Design mem_port_arbiter_flat, sky130hd; sources not shown.
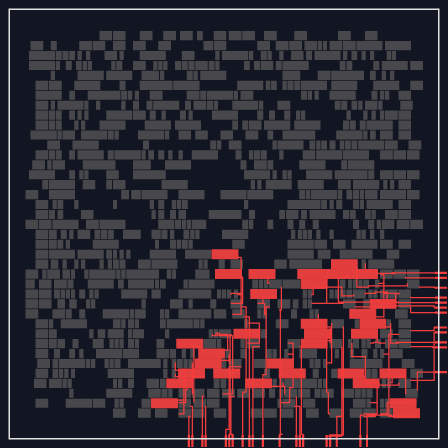
Run 1: nets reached from selected ports
legend:
  bus_m_wdata:
    color: red
    direction: output
    edge: 20 south, 12 east
    end_cells: 32
    buffers: 32
    wire: 1030 um
I/O Pins: 202
count of input and output buffers: 201

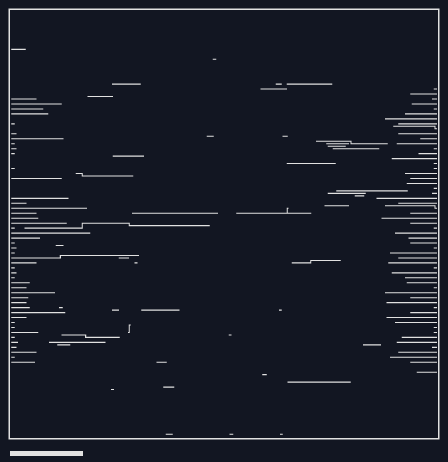
Run 1: metal 3
Scale bar: 20 um.
longest straight run: 23.2 um
main direction: horizontal
via count: 4560
met3 capacity usage during global routing: 6.787%
total wirelength of the detailed-routed design: 13870 um

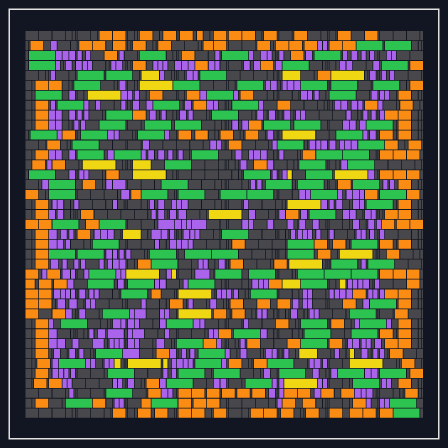
Run 1: placement by cell class
Fill, decap, tap and diode cells in gray.
legend:
  registers:
    color: green
    cells: 122
  clock drivers and dummy loads:
    color: yellow
    cells: 29
  remaining logic cells:
    color: purple
    cells: 423
  remaining buffers and delay cells:
    color: orange
    cells: 204
Seq/total area: 34.52%
Layout Cell Area excl Fill: 7076 um2
Row Count: 39
final cell utilization of the core: 61.18%

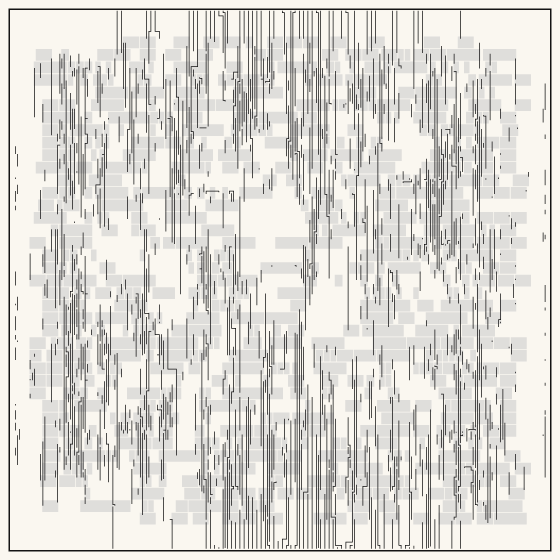
Run 1: metal 2
Cells faint in the background.
main direction: vertical
nets with wire on the layer: 703
longest straight run: 51.8 um
wire length on this layer: 6720 um
share of all routed wire: 48%
met2 track demand over resource: 33.37%

==> flow_results.xml, run 1 <==
<?xml version="1.0" encoding="UTF-8"?>
<metrics>
  <group name="status">
    <metric name="run_status" unit="">finished clean</metric>
  </group>
  <group name="setup_path">
    <metric name="critical-path-slowest-cell" unit="">sky130_fd_sc_hd__nand3_2</metric>
    <metric name="timing.setup.critical_path_class" unit="">reg2reg</metric>
    <metric name="worst_setup_path_end_kind" unit="">register</metric>
    <metric name="startpoint_types" unit="">register</metric>
  </group>
  <group name="synth">
    <metric name="aoi_share" unit="%">12.21</metric>
    <metric name="simple_gate_share" unit="%">26.46</metric>
    <metric name="netlist_area" unit="um2">4531</metric>
    <metric name="postSynthNetCount" unit="">675</metric>
    <metric name="yosys.area.top_type" unit="">sky130_fd_sc_hd__dfxtp_1</metric>
    <metric name="async_reset_ff_share" unit="%">0</metric>
    <metric name="logic_family_by_area" unit="">simple AND/OR/NAND/NOR gates</metric>
  </group>
  <group name="place">
    <metric name="dpl-instance-area" unit="um2">6543</metric>
    <metric name="detailed_place_hpwl" unit="um">9632</metric>
  </group>
  <group name="final_timing">
    <metric name="worst_slew_pin_slew" unit="ns">1.101</metric>
  </group>
  <group name="floorplan">
    <metric name="die-height" unit="um">117.2</metric>
    <metric name="tapcell.inserted" unit="">143</metric>
    <metric name="fp_util" unit="%">39.18</metric>
  </group>
  <group name="route">
    <metric name="drt-met1-wl" unit="um">5750</metric>
    <metric name="wl_met3" unit="um">1069</metric>
    <metric name="count_of_routing_violations_after_the_opening_detailed_route_iteration" unit="">316</metric>
  </group>
  <group name="clocking">
    <metric name="cts_hold_repair.buffers" unit="">0</metric>
    <metric name="cts_htree_levels" unit="">4</metric>
    <metric name="cts-root-to-sink-buffers" unit="">2</metric>
    <metric name="number_of_buffers_added_by_the_clock_tree_synthesis_step" unit="">17</metric>
  </group>
  <group name="power_and_ir_drop">
    <metric name="switching_share" unit="%">38.84</metric>
  </group>
  <group name="global_route">
    <metric name="first_global_vias" unit="">4337</metric>
    <metric name="gr-max-usage-layer" unit="">met2</metric>
  </group>
  <group name="final_layout">
    <metric name="layout_top_cells" unit="">sky130_fd_sc_hd__clkdlybuf4s50_1 (198), sky130_fd_sc_hd__nor2_1 (142), sky130_fd_sc_hd__dfxtp_1 (122)</metric>
    <metric name="final.clkbuf_count" unit="">27</metric>
    <metric name="nFlopsAndLatches" unit="">122</metric>
    <metric name="non_cts_buffers" unit="">204</metric>
  </group>
</metrics>
Run 1, placement view:
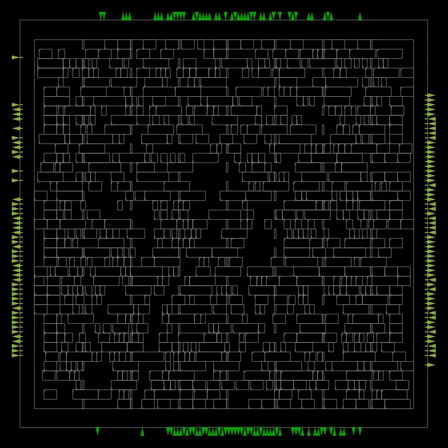

## Run 2: what changed since run 1
==> constraint.sdc (replaced) <==
create_clock -name clk -period 3.02 [get_ports clk]
set_clock_uncertainty 0.1 [all_clocks]
set_input_delay 0.453 -clock clk [delete_from_list [all_inputs] [get_ports clk]]
set_output_delay 0.453 -clock clk [all_outputs]
set_load 0.1 [all_outputs]
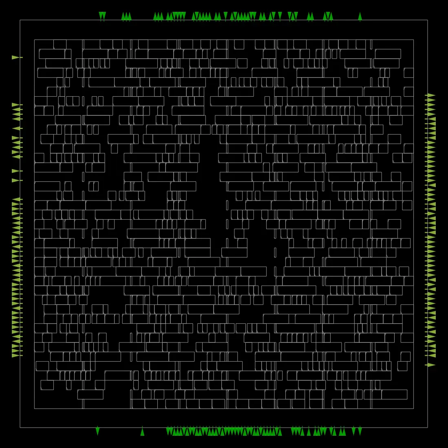
Run 2: placement view
layout filler cell count: 1046
final cell utilization of the core: 59.75%
tap cells: 143
final std cells w/o fill: 929
Core Footprint: 11560 um2

==> flow_results.xml, run 2 <==
<?xml version="1.0" encoding="UTF-8"?>
<metrics>
  <group name="global_route">
    <metric name="first_global_vias" unit="">4191</metric>
    <metric name="gr-max-usage-layer" unit="">met2</metric>
    <metric name="grt_use_met2" unit="%">31.56</metric>
    <metric name="groute.layer.met3.usage" unit="%">6.170</metric>
  </group>
  <group name="route">
    <metric name="drt-met1-wl" unit="um">5786</metric>
    <metric name="wl_met3" unit="um">1106</metric>
    <metric name="routed_wl" unit="um">13600</metric>
    <metric name="count_of_routing_violations_after_the_opening_detailed_route_iteration" unit="">400</metric>
  </group>
  <group name="place">
    <metric name="placement.io_buffers" unit="">201</metric>
  </group>
  <group name="synth">
    <metric name="aoi_share" unit="%">12.21</metric>
    <metric name="netlist_area" unit="um2">4531</metric>
    <metric name="logic_family_by_area" unit="">simple AND/OR/NAND/NOR gates</metric>
    <metric name="async_reset_ff_share" unit="%">0</metric>
    <metric name="postSynthNetCount" unit="">675</metric>
    <metric name="simple_gate_share" unit="%">26.46</metric>
    <metric name="yosys.area.top_type" unit="">sky130_fd_sc_hd__dfxtp_1</metric>
  </group>
  <group name="floorplan">
    <metric name="fp_util" unit="%">39.18</metric>
    <metric name="die-height" unit="um">117.2</metric>
    <metric name="design.portCount" unit="">202</metric>
    <metric name="placement_rows" unit="">39</metric>
  </group>
  <group name="clocking">
    <metric name="cts_htree_levels" unit="">4</metric>
    <metric name="cts-root-to-sink-buffers" unit="">2</metric>
    <metric name="number_of_buffers_added_by_the_clock_tree_synthesis_step" unit="">17</metric>
  </group>
  <group name="final_layout">
    <metric name="final_area" unit="um2">6910</metric>
    <metric name="final.clkbuf_count" unit="">25</metric>
    <metric name="sh_seq_area" unit="%">35.34</metric>
    <metric name="nFlopsAndLatches" unit="">122</metric>
    <metric name="layout_top_cells" unit="">sky130_fd_sc_hd__nor2_1 (142), sky130_fd_sc_hd__buf_4 (122), sky130_fd_sc_hd__dfxtp_1 (122)</metric>
    <metric name="non_cts_buffers" unit="">210</metric>
  </group>
  <group name="status">
    <metric name="run_status" unit="">finished clean</metric>
  </group>
  <group name="power_and_ir_drop">
    <metric name="switching_share" unit="%">38.31</metric>
  </group>
  <group name="final_timing">
    <metric name="worst_slew_pin_slew" unit="ns">0.5291</metric>
  </group>
  <group name="setup_path">
    <metric name="startpoint_types" unit="">register</metric>
    <metric name="timing.setup.critical_path_class" unit="">reg2reg</metric>
  </group>
</metrics>
